**config.mk**
```make
export PLATFORM = sky130hd
export DESIGN_NAME = rf_wb_arbiter
export DESIGN_NICKNAME = d
export VERILOG_FILES = /design/src/rtl/cpu_pkg.sv /design/src/rtl/wb_fifo.sv /design/src/rtl/rf_wb_arbiter.sv
export SDC_FILE = /design/constraint.sdc
export NUM_CORES = 1
export LEC_CHECK = 0
export ABC_AREA = 1
export CORE_MARGIN = 2
export CORE_UTILIZATION = 52
export CTS_BUF_LIST = sky130_fd_sc_hd__clkbuf_4 sky130_fd_sc_hd__clkbuf_8
export CTS_CLUSTER_SIZE = 24
export DETAILED_ROUTE_END_ITERATION = 8
export PLACE_DENSITY = 0.85
export SLEW_MARGIN = 15
export SYNTH_ARGS = -nofsm -noshare
export SYNTH_HDL_FRONTEND = slang
export SYNTH_HIERARCHICAL = 1
export SYNTH_SLANG_ARGS = --single-unit
```
**constraint.sdc**
```tcl
create_clock -name clk -period 10.28 [get_ports clk]
set_input_delay 1.542 -clock clk [delete_from_list [all_inputs] [get_ports clk]]
set_output_delay 1.542 -clock clk [all_outputs]
set_load 0.005 [all_outputs]
```
**src/rtl/cpu_pkg.sv**
```systemverilog
// Shared CPU definitions: data width, register-address width and the
// write-back entry record used by the load-result queue.
package cpu_pkg;

    localparam int XLEN       = 32;
    localparam int REG_ADDR_W = 5;

    localparam logic [REG_ADDR_W-1:0] REG_ZERO = '0;

    typedef struct packed {
        logic                  valid;
        logic [REG_ADDR_W-1:0] rd;
        logic [XLEN-1:0]       data;
    } wb_entry_t;

endpackage

```
**src/rtl/wb_fifo.sv**
```systemverilog
// Circular buffer of pending load results. Entries can be invalidated in place
// by a newer write to the same register; the slot stays occupied until popped.
module wb_fifo
    import cpu_pkg::*;
#(
    parameter int DEPTH = 2,
    localparam int CNT_W = $clog2(DEPTH + 1),
    localparam int PTR_W = (DEPTH > 1) ? $clog2(DEPTH) : 1
) (
    input  logic                  clk,
    input  logic                  rst,
    input  logic                  push,
    input  wb_entry_t             push_entry,
    input  logic                  pop,
    output wb_entry_t             head,
    output logic [CNT_W-1:0]      count,
    input  logic                  inv_en,
    input  logic [REG_ADDR_W-1:0] inv_rd,
    input  logic [REG_ADDR_W-1:0] look_rd1,
    input  logic [REG_ADDR_W-1:0] look_rd2,
    output logic                  match1,
    output logic                  match2
);

    logic [DEPTH-1:0]      valid_reg;
    logic [REG_ADDR_W-1:0] rd_reg   [DEPTH];
    logic [XLEN-1:0]       data_reg [DEPTH];
    logic [PTR_W-1:0]      head_reg;
    logic [PTR_W-1:0]      tail_reg;
    logic [CNT_W-1:0]      count_reg;
    logic [DEPTH-1:0]      hit1;
    logic [DEPTH-1:0]      hit2;

    function automatic logic [PTR_W-1:0] next_ptr(input logic [PTR_W-1:0] p);
        return (p == PTR_W'(DEPTH - 1)) ? '0 : p + PTR_W'(1);
    endfunction

    always_ff @(posedge clk) begin
        if (rst) begin
            valid_reg <= '0;
            head_reg  <= '0;
            tail_reg  <= '0;
            count_reg <= '0;
        end else begin
            for (int i = 0; i < DEPTH; i++) begin
                if (push && tail_reg == PTR_W'(i)) begin
                    valid_reg[i] <= push_entry.valid;
                    rd_reg[i]    <= push_entry.rd;
                    data_reg[i]  <= push_entry.data;
                end else if ((pop && head_reg == PTR_W'(i)) ||
                             (inv_en && rd_reg[i] == inv_rd)) begin
                    valid_reg[i] <= 1'b0;
                end
            end
            if (push) tail_reg <= next_ptr(tail_reg);
            if (pop)  head_reg <= next_ptr(head_reg);
            case ({push, pop})
                2'b10:   count_reg <= count_reg + CNT_W'(1);
                2'b01:   count_reg <= count_reg - CNT_W'(1);
                default: count_reg <= count_reg;
            endcase
        end
    end

    generate
        for (genvar gi = 0; gi < DEPTH; gi++) begin : g_lookup
            assign hit1[gi] = valid_reg[gi] && (rd_reg[gi] == look_rd1);
            assign hit2[gi] = valid_reg[gi] && (rd_reg[gi] == look_rd2);
        end
    endgenerate

    assign match1 = |hit1;
    assign match2 = |hit2;
    assign count  = count_reg;
    assign head   = '{valid: valid_reg[head_reg], rd: rd_reg[head_reg], data: data_reg[head_reg]};

endmodule

```
**src/rtl/rf_wb_arbiter.sv**
```systemverilog
// Register-file write-back arbiter: ALU results beat queued loads, which beat
// a bypassing load. Also reports decode read hazards against pending writes.
module rf_wb_arbiter
    import cpu_pkg::*;
#(
    parameter int LQ_DEPTH = 2
) (
    input  logic                  clk,
    input  logic                  rst,
    input  logic                  alu_valid,
    input  logic [REG_ADDR_W-1:0] alu_rd,
    input  logic [XLEN-1:0]       alu_data,
    input  logic                  ld_valid,
    output logic                  ld_ready,
    input  logic [REG_ADDR_W-1:0] ld_rd,
    input  logic [XLEN-1:0]       ld_data,
    input  logic [31:0]           rR1,
    input  logic [31:0]           rR2,
    output logic                  hz1,
    output logic                  hz2,
    output logic                  RFWr,
    output logic [31:0]           wR,
    output logic [XLEN-1:0]       wD
);

    localparam int CNT_W = $clog2(LQ_DEPTH + 1);

    logic [CNT_W-1:0]      count;
    wb_entry_t             head;
    wb_entry_t             push_entry;
    logic                  push;
    logic                  pop;
    logic                  ld_accept;
    logic                  q_nonempty;
    logic                  waw_drop;
    logic                  match1;
    logic                  match2;
    logic                  win_valid;
    logic [REG_ADDR_W-1:0] win_rd;
    logic [XLEN-1:0]       win_data;
    logic                  wr_next;
    logic                  rf_wr_reg;
    logic [31:0]           wr_addr_reg;
    logic [XLEN-1:0]       wr_data_reg;

    assign ld_ready   = (count < CNT_W'(LQ_DEPTH));
    assign ld_accept  = ld_valid && ld_ready;
    assign q_nonempty = (count != '0);
    // A load colliding with an ALU write to the same register is already stale.
    assign waw_drop   = alu_valid && (alu_rd == ld_rd);
    assign push_entry = '{valid: 1'b1, rd: ld_rd, data: ld_data};

    always_comb begin
        pop       = 1'b0;
        win_valid = 1'b0;
        win_rd    = alu_rd;
        win_data  = alu_data;
        if (alu_valid) begin
            win_valid = 1'b1;
        end else if (q_nonempty) begin
            pop       = 1'b1;
            win_valid = head.valid;
            win_rd    = head.rd;
            win_data  = head.data;
        end else if (ld_accept) begin
            win_valid = 1'b1;
            win_rd    = ld_rd;
            win_data  = ld_data;
        end
        push    = ld_accept && !waw_drop && (alu_valid || q_nonempty);
        wr_next = win_valid && (win_rd != REG_ZERO);
    end

    wb_fifo #(
        .DEPTH (LQ_DEPTH)
    ) u_fifo (
        .clk        (clk),
        .rst        (rst),
        .push       (push),
        .push_entry (push_entry),
        .pop        (pop),
        .head       (head),
        .count      (count),
        .inv_en     (alu_valid),
        .inv_rd     (alu_rd),
        .look_rd1   (rR1[REG_ADDR_W-1:0]),
        .look_rd2   (rR2[REG_ADDR_W-1:0]),
        .match1     (match1),
        .match2     (match2)
    );

    always_ff @(posedge clk) begin
        if (rst) begin
            rf_wr_reg   <= 1'b0;
            wr_addr_reg <= '0;
            wr_data_reg <= '0;
        end else begin
            rf_wr_reg <= wr_next;
            if (wr_next) begin
                wr_addr_reg <= {{(32-REG_ADDR_W){1'b0}}, win_rd};
                wr_data_reg <= win_data;
            end
        end
    end

    assign RFWr = rf_wr_reg;
    assign wR   = wr_addr_reg;
    assign wD   = wr_data_reg;

    assign hz1 = !rst && (rR1 != '0) && (rR1[31:REG_ADDR_W] == '0) &&
                 ((rf_wr_reg && wr_addr_reg == rR1) || match1);
    assign hz2 = !rst && (rR2 != '0) && (rR2[31:REG_ADDR_W] == '0) &&
                 ((rf_wr_reg && wr_addr_reg == rR2) || match2);

endmodule

```
### Cell classes on the final placement, run 1

(4 px per µm)
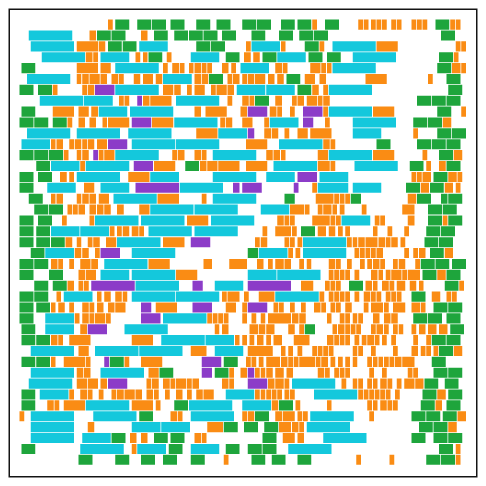
clock drivers and dummy loads -> purple  # cells 31, share of their area 4.5%
all other logic -> orange  # cells 601, share of their area 37%
flops -> cyan  # cells 119, share of their area 37%
other buffers and delay cells -> green  # cells 186, share of their area 22%
fraction of area in registers: 35.8%
cell area after layout: 0.00873 mm²

### Clock nets, run 1

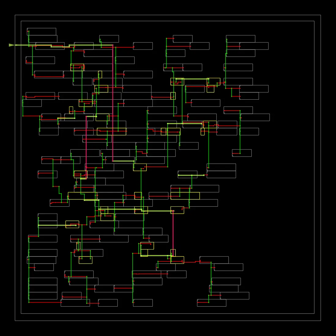
Clock Buffer Count: 19
num sequential: 119
clock tree sinks: 119
P_clk: 412 µW
Layout Skew: 11.9 ps

### Cells by drive strength, run 1

(2 px per µm)
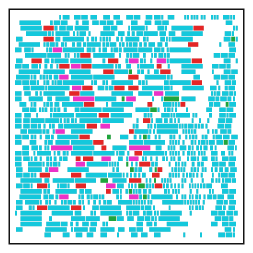
drive 3 to 4 -> red  # cells 44, share 4.7%, most used mux2_4
drive 6 and up -> magenta  # cells 20, share 2.1%, most used clkbuf_8
drive 1 or less -> cyan  # cells 855, share 91%, most used nand2_1
drive 2 -> green  # cells 18, share 1.9%
Synth-to-Final Area Change: 32.5%
Non-CTS buffers: 186

==> CHANGELOG.md, run 1 <==
### Implementation results

- Switch Pwr: 506 µW
- CTS resizes: 0
- Setup bufs post-CTS: 0
- Pwr dens: 183 mW/mm²
- IO Count: 210
- Hold Vio Cnt, Final: 0
- Crit path time final: 4950 ps
- DRC violations left: 0
- Post-route worst setup slack: 5330 ps
- Status: completed
- IO buf count: 182
- CP endpoint: hz2
- Share of layout cells above drive strength 1: 8.75%
- Setup CP Type: input port to output pin
- Critical path launch point type: input port
- Top cells excl fill/tap: nand2_1, clkdlybuf4s50_1, edfxtp_1
- Worst path cell trace: clkdlybuf4s50_1 > inv_1 > nand2_1 > nand2_1 > nor3_1 > nand3_1 > nand2_1 > inv_1 > nand2_1 > nand2_1 > inv_1 > clkdlybuf4s50_1
- Int Pwr: 1.09 mW
- Post-synth ARST share: 0%
- Clock transition at path regs: 70 ps
- Actual slew at the worst max-slew pin: 1060 ps
- Row count: 41
- Number of global-route vias before repair: 5599
- Detailed placement HPWL: 11900 µm
- Syn Area/Cell: 8.72 µm²
- Die Y: 117 µm
- Worst R2R Setup Slack: 6880 ps
- Leak pwr: 3.63 nW
- CTS tree: yes
- Maximum clock frequency: 202 MHz
- Peak supply drop: 0.000127 V
- Core utilization at floorplan: 52.8%
- Flop pwr share: 38.6%
- Switching Fraction: 31.6%
- Final WL: 17000 µm
- H-tree level count: 4
- GRT Util Overall: 25.1%
-- run 1: critical path: cells and delay by family --
family / cells / cell delay (ps)
buf+inv: 5 / 1290
simple gates: 7 / 570
-- run 1: per-layer routing --
layer / share of wire (%) / up-vias / track usage [%]
li1: - / 2835 / -
met1: 40 / 2665 / 30.1
met2: 50 / 302 / 44.7
met3: 8.5 / 23 / 4.41
met4: 1.6 / 0 / 10.1
met5: 0 / - / 0
-- run 1: cell usage after synthesis, types with 4 or more instances --
library cell	instances
nand2_1	202
edfxtp_1	74
a21oi_1	72
nand3_1	54
nor2_1	51
inv_1	48
dfxtp_1	45
a21o_1	32
mux2_4	30
buf_4	28
o21ai_0	19
nor4_1	16
clkbuf_1	14
nor3_1	7
xor2_1	7
buf_1	6
buf_2	6
buf_6	5
nand4_1	4
-- run 1: worst min-delay path by stage --
stage / endpoint / from / slack (ps)
after floorplan: wD[0] / wD[0] / 460
after global placement: wD[0] / wD[0] / 450
after detailed placement: wD[20] / wD[20] / 450
after CTS: wD[20] / wD[20] / 460
after global routing: wD[20] / wD[20] / 480
final: wD[20] / wD[20] / 460
-- run 1: layout make-up --
cell class                 count  area (µm²)
timing repair buffer         186        1850
clock inverter                12         135
fill                         989        3740
inverter                      51         191
multi-input combinational    550        2960
clock buffer                  19         249
sequential                   119        3120
tap                          172         215
-- run 1: through the flow --
stage               std cells  utilization [%]  instance area (µm²)
CTS                      1109             70.0                 8730
floorplan                 782                -                 6690
global placement         1078             66.9                 8340
finish                   1109             70.0                 8730
global route             1109             70.0                 8730
detailed placement       1078             66.9                 8340
-- run 1: cell families after synthesis --
logic type	count (synthesis)	synth area share [%]
adders and majority gates	3	0.570
DFF	119	47.4
xor gates and xnor gates	10	1.33
and+or+nand+nor	347	22.7
muxes	32	7.18
AOI/OAI and AO/OA	129	11.2
other	2	0.114
buffers and inverters	113	9.46
-- run 1: power by group through the flow --
stage	registers, mW	logic, mW	clock network (mW)
2_1_floorplan	0.618	0.386	0
3_3_place_gp	0.625	0.556	0
3_5_place_dp	0.627	0.566	0
4_1_cts	0.618	0.571	0.418
5_1_grt	0.625	0.625	0.440
6_report	0.618	0.570	0.412
### M3 wires, run 1

(3 px per µm)
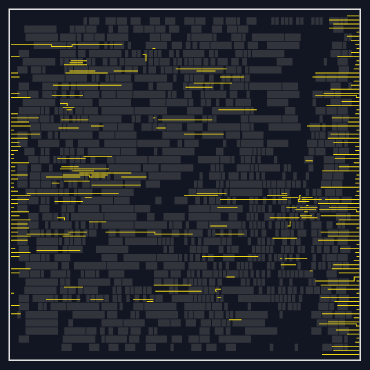

==> run 2: changes to the inputs <==
--- a/config.mk
+++ b/config.mk
@@ -7,11 +7,11 @@
 export LEC_CHECK = 0
 export ABC_AREA = 1
 export CORE_MARGIN = 2
-export CORE_UTILIZATION = 52
+export CORE_UTILIZATION = 44
 export CTS_BUF_LIST = sky130_fd_sc_hd__clkbuf_4 sky130_fd_sc_hd__clkbuf_8
 export CTS_CLUSTER_SIZE = 24
 export DETAILED_ROUTE_END_ITERATION = 8
-export PLACE_DENSITY = 0.85
+export PLACE_DENSITY = 0.77
 export SLEW_MARGIN = 15
 export SYNTH_ARGS = -nofsm -noshare
 export SYNTH_HDL_FRONTEND = slang
==> constraint.sdc (replaced) <==
create_clock -name clk -period 4.2 [get_ports clk]
set_input_delay 0.63 -clock clk [delete_from_list [all_inputs] [get_ports clk]]
set_output_delay 0.63 -clock clk [all_outputs]
set_load 0.005 [all_outputs]
### M3 wires, run 2

(3 px per µm)
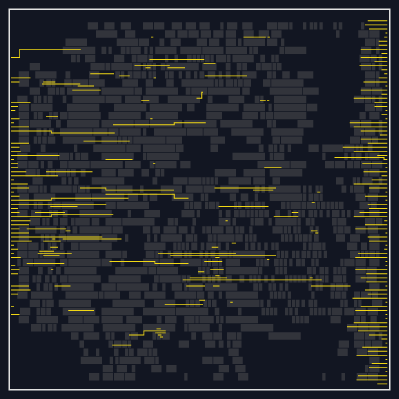
longest straight run = 46.0 µm
share of all routed wire = 8.5%
wire length on this layer = 1490 µm
main direction = horizontal
nets with wire on the layer = 186
final WL: 17600 µm
total number of vias: 5819
GR Util met3: 6.92%

### Wire density map, run 2

(3 px per µm) The die is cut into 25 by 25 equal tiles; dark purple is low, yellow is high, scaled to the fullest tile. Values are wire area over tile area, all layers added.
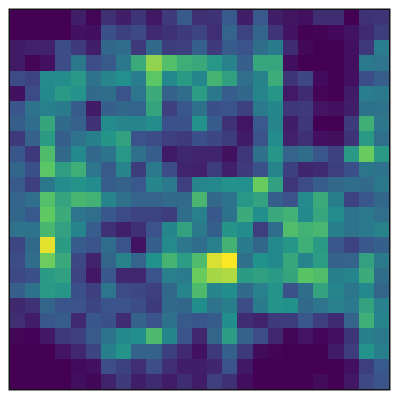
fullest tile = 0.60
tiles over half the peak = 16%
mean over tiles = 0.18
nearly empty tiles = 8.6%

### Cells by drive strength, run 2

(2 px per µm)
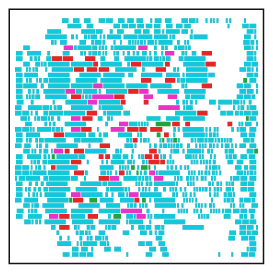
drive 2 -> green  # cells 16, share 1.7%
drive 3 to 4 -> red  # cells 53, share 5.6%, most used mux2_4
drive 6 and up -> magenta  # cells 24, share 2.5%, most used clkbuf_8
drive 1 or less -> cyan  # cells 851, share 90%, most used nand2_1

==> run 2 against run 1 <==
Against the previous run: global-route usage fell by 3.0 points; critical endpoint unchanged; synthesized cell count unchanged; clock skew decreased by 1.9 ps; clock power rose to 2.7 times the previous value; die area is 18% higher; total power grew to 2.5 times the previous value.
==> CHANGELOG.md, run 2 <==
### Implementation results

- Status: completed
- Post-synth ARST share: 0% (unchanged)
- Xor and xnor area share after synthesis: 1.33% (unchanged)
- Layer with the highest usage: met2
- Row count: 44 (+7.3%)
- Maximum clock frequency: 321 MHz
- Critical path launch point type: input port
- Top cells by count: nand2_1, edfxtp_1, a21oi_1
- Adder-cell share of the synthesized area: 0.570% (unchanged)
- Top cells excl fill/tap: nand2_1, clkdlybuf4s50_1, edfxtp_1
- CTS resizes: 0 (unchanged)
- Setup bufs post-CTS: 0 (unchanged)
- Detailed placement HPWL: 12100 µm (+1.6%)
- Number of global-route vias before repair: 5575 (-0.43%)
- GRT Util Overall: 22.1% (-3.0 points)
- Setup CP Type: input port to output pin
- Clock tree sinks: 119 (unchanged)
- Syn Area/Cell: 8.72 µm² (unchanged)
- Core utilization at floorplan: 45.1% (-7.7 points)
- GR Layer Usage met1: 26.3% (-3.8 points)
- Met2 Use GR: 37.9% (-6.8 points)
- Share of layout cells above drive strength 1: 9.85% (+1.1 points)
- Finished Core Util: 60.6% (-9.4 points)
- WP buf/inv: 5 (unchanged)
- Actual slew at the worst max-slew pin: 829 ps (-235 ps)
- IO Count: 210 (unchanged)
- Cell area after layout: 0.00884 mm² (+1.4%)
- Simple-Gate Area Share: 22.7% (unchanged)
- Complex Gates by Area: 11.2% (unchanged)
- IO buf count: 182 (unchanged)
- Post-route worst setup slack: 1090 ps (-4240 ps)
- Layout Skew: 10.0 ps (-1.89 ps)
- Leak pwr: 3.67 nW (+1.2%)
- Synth-to-Final Area Change: 34.3%
- Clock transition at path regs: 70 ps (about the same)
- Top cell type by instance count after synthesis: nand2_1
- Placed cells: 1096 (+1.7%)
- Synth logic family: simple AND/OR/NAND/NOR gates
- RR Startpoint: u_fifo/count[1]
- Pwr dens: 456 mW/mm² (+150%)
- Critical path depth: 12 (unchanged)
- Top Family by Delay on Critical Path: buffers and inverters
- Area fraction in mux cells: 7.18% (unchanged)
- Chip Area: 0.0160 mm²
run 2: cell counts after synthesis:
No cell type changed its count.
run 2: kinds of logic (layout without fill, tap and decap cells):
kind of cell    after synthesis  count (layout)
simple gates                347             347
compound gates              129             129
flops                       119             119
buf+inv                     113             275
mux                          32              32
xor+xnor                     10              10
fa+ha+maj                     3               3
other cells                   2              29
run 2: worst register-to-register path: stages (launching register included):
cell and delay (ps):
dfxtp_1 340, inv_2 130, nand2_2 150, nor2_4 380
nand2_1 90, nand3_1 100, nand2_2 80, nor2_4 100
nand3_4 70, nand2_2 620, nand2_1 160, a21oi_1 180
run 2: path summary, 6_finish.rpt:
| kind | slack (ps) | endpoint |
|---|---|---|
| max | 1090 | hz2 |
| min | 460 | wD[22] |
| max reg2reg | 1740 | wD[20] |
| min reg2reg | 460 | wD[22] |
run 2: per-layer routing:
| layer | vias to the layer above | wire (µm) | share of wire [%] |
|---|---|---|---|
| li1 | 2843 | - | - |
| met1 | 2664 | 7200 | 41 |
| met2 | 276 | 8620 | 49 |
| met3 | 36 | 1490 | 8.4 |
| met4 | 0 | 325 | 1.8 |
| met5 | - | 0 | 0 |
run 2: cell type report:
cell class	instances	area share (%)
Clock buffer	21	3.13
Clock inverter	11	1.67
Inverter	51	2.16
Multi-Input combinational cell	550	33.6
Sequential cell	119	35.3
Tap cell	184	2.60
Timing Repair Buffer	192	21.5
run 2: power breakdown:
part,leakage (nW),switching [mW],internal (mW)
combinational,2.42,0.714,0.703
clock,0.205,0.474,0.632
sequential,1.04,0.105,1.40
### Clock nets, run 2

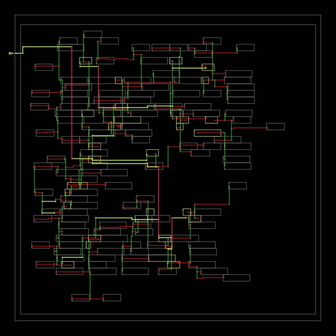

==> run 3: changes to the inputs <==
==> constraint.sdc (replaced) <==
create_clock -name clk -period 2.7 [get_ports clk]
set_input_delay 0.405 -clock clk [delete_from_list [all_inputs] [get_ports clk]]
set_output_delay 0.405 -clock clk [all_outputs]
set_load 0.005 [all_outputs]
### Clock nets, run 3

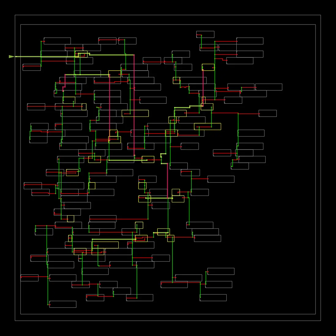
CTS Buf Count: 17
P_clk: 1.66 mW
worst skew pair latency: 420 ps
Layout Skew: 12.6 ps

### Cell classes on the final placement, run 3

(4 px per µm)
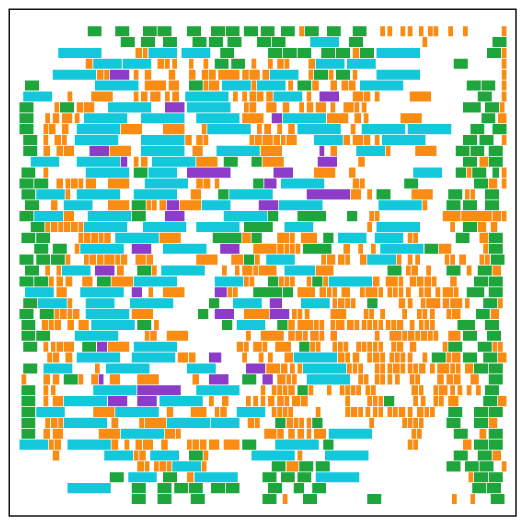
other buffers and delay cells -> green  # cells 211, share of their area 24%
flops -> cyan  # cells 119, share of their area 35%
all other logic -> orange  # cells 601, share of their area 36%
clock drivers and dummy loads -> purple  # cells 32, share of their area 4.6%
row count: 44
cell area after layout: 0.00906 mm²

### Wire density map, run 3

(3 px per µm) The die is cut into 25 by 25 equal tiles; dark purple is low, yellow is high, scaled to the fullest tile. Values are wire area over tile area, all layers added.
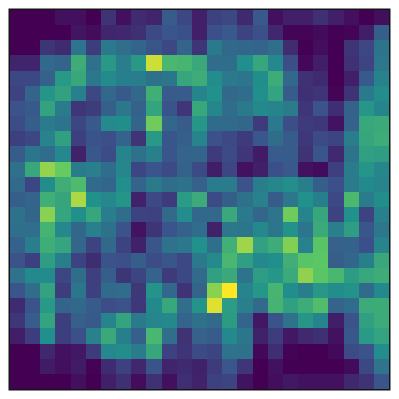
fullest tile = 0.57
nearly empty tiles = 6.2%
tiles over half the peak = 18%
mean over tiles = 0.18
drt wl/cell: 15.8 µm
GRT Util Overall: 22.4%
total number of vias: 5903

==> run 3 against run 2 <==
Against the previous run: via count up 1.4%; critical path depth unchanged; worst setup slack got worse by 1000 ps; count of clock-buffer cells in the layout shrank 4; flip-flop count is the same; worst hold slack got worse by 1.1 ps; synthesized cell count is the same; design area is 2.4% higher; largest power group unchanged; global-route usage grew 0.24 points.
==> CHANGELOG.md, run 3 <==
### Implementation results

- Status: completed
- Final WL: 18100 µm (+2.8%)
- Worst R2R Setup Slack: 640 ps (-1100 ps)
- Worst path required time: 2300 ps
- FF-to-FF End: wD[25]
- Hold slack: 462 ps
- Syn Area/Cell: 8.72 µm² (unchanged)
- Cells after Synth: 755
- Die Y: 126 µm
- Number of global-route vias before repair: 5638 (+1.1%)
- Clk buf depth: 2
- WP data arrival: 2200 ps
- HP Start: wD[30]
- Slew headroom: 59.2%
- Top cells excl fill/tap: nand2_1, clkdlybuf4s50_1, edfxtp_1
- IO buf count: 182 (unchanged)
- Root Buffer: clkbuf_8
- Crit Path Max Fanout: 6
- Number of synthesis warnings: 6
- Total of max-cap violations: 0
- Clock tree sinks: 119 (unchanged)
- Post-synth ARST share: 0% (unchanged)
- Actual slew at the worst max-slew pin: 611 ps (-218 ps)
- CP endpoint: hz1
- Detailed placement HPWL: 12800 µm (+6.0%)
- Distinct lib cells: 36
- Setup CP Type: input port to output pin
- Pwr dens: 699 mW/mm² (+53%)
- Share of layout cells above drive strength 1: 11.9% (+2.1 points)
- IO Count: 210 (unchanged)
- CTS tree: yes
- Top cell type by instance count after synthesis: nand2_1
- Dominant Register Cell: edfxtp_1
- First-pass DRT Iterations: 8
- Cell count in the Yosys report: 755
- Post-route worst setup slack: 93.3 ps (-996 ps)
- Top area cell types: edfxtp_1, dfxtp_1, nand2_1
- Synth-to-Final Area Change: 37.5%
- Clock transition at path regs: 70 ps (about the same)
- Critical path launch point type: input port
- Chip Area: 0.0160 mm² (unchanged)
- Post-synth top area share: 33.7%
- Maximum clock frequency: 384 MHz
- Leak pwr: 3.80 nW (+3.5%)
- Worst r2r path cells: 11
- Top cells by count: nand2_1, edfxtp_1, a21oi_1
- Core utilization at floorplan: 45.1% (unchanged)
- Crit path time final: 2610 ps
## run 3: cell counts after synthesis
Identical to the previous run, type by type.
## run 3: area by class of cell
cell class / instances / area, µm² / area share [%]
clock inverters: 15 / 176 / 1.95
flip-flops and latches: 119 / 3120 / 34.5
clock buffers: 17 / 234 / 2.58
repair buffers: 211 / 2100 / 23.2
multi-input cells: 550 / 3000 / 33.1
inverters: 51 / 191 / 2.11
well taps: 184 / 230 / 2.54
## run 3: power breakdown
part / switching [mW] / leakage, nW / internal (mW)
sequential: 0.187 / 1.04 / 2.18
combinational: 1.13 / 2.56 / 1.17
clock: 0.751 / 0.194 / 0.913
total: 2.06 / 3.80 / 4.27
## run 3: timing repair
| item | 4_1_cts | 5_1_grt |
|---|---|---|
| buffers inserted | 0 | 1 |
| setup endpoints to repair | 0 | 2 |
| hold buffers | 0 | 0 |
| gates resized | 0 | 9 |
## run 3: worst min-delay path by stage
stage / endpoint / slack [ps] / cells after the start
after global routing: wD[27] / 480 / 2
after detailed placement: wD[26] / 450 / 2
after global placement: wD[12] / 450 / 2
after CTS: wD[21] / 470 / 2
final: wD[30] / 460 / 2
after floorplan: wD[0] / 460 / 2
## run 3: logic make-up (layout without fill, tap and decap cells)
logic type	after synthesis	in the layout	synth area share (%)
fa+ha+maj	3	3	0.570
xor+xnor	10	10	1.33
compound gates	129	129	11.2
flops	119	119	47.4
buf+inv	113	294	9.46
mux	32	32	7.18
other cells	2	29	0.114
simple gates	347	347	22.7
## run 3: critical path: stages
cell and delay, ps:
clkdlybuf4s50_1 570, inv_1 90, nand2_1 60, o21ai_0 80, nor2_1 150, nand3_1 100
nand2_1 70, inv_1 40, nand2_1 50, nand2_1 60, inv_1 50, clkdlybuf4s50_1 490
## run 3: per-stage QoR
| step | instance area [µm²] | utilization [%] | cells |
|---|---|---|---|
| 2_1_floorplan | 6700 | - | 782 |
| 3_3_place_gp | 8610 | 59.0 | 1114 |
| 3_5_place_dp | 8610 | 59.0 | 1114 |
| 4_1_cts | 9020 | 61.8 | 1146 |
| 5_1_grt | 9060 | 62.1 | 1147 |
| 6_report | 9060 | 62.1 | 1147 |
## run 3: per-layer routing
| layer | share of wire, % | global-route usage (%) | vias up |
|---|---|---|---|
| met2 | 51 | 39.3 | 242 |
| met4 | 1.2 | 6.98 | 0 |
| li1 | - | - | 2888 |
| met1 | 41 | 27.1 | 2755 |
| met5 | 0 | 0 | - |
| met3 | 7.1 | 5.44 | 18 |
No activity file was given, so power comes from the tool's default toggle rates.
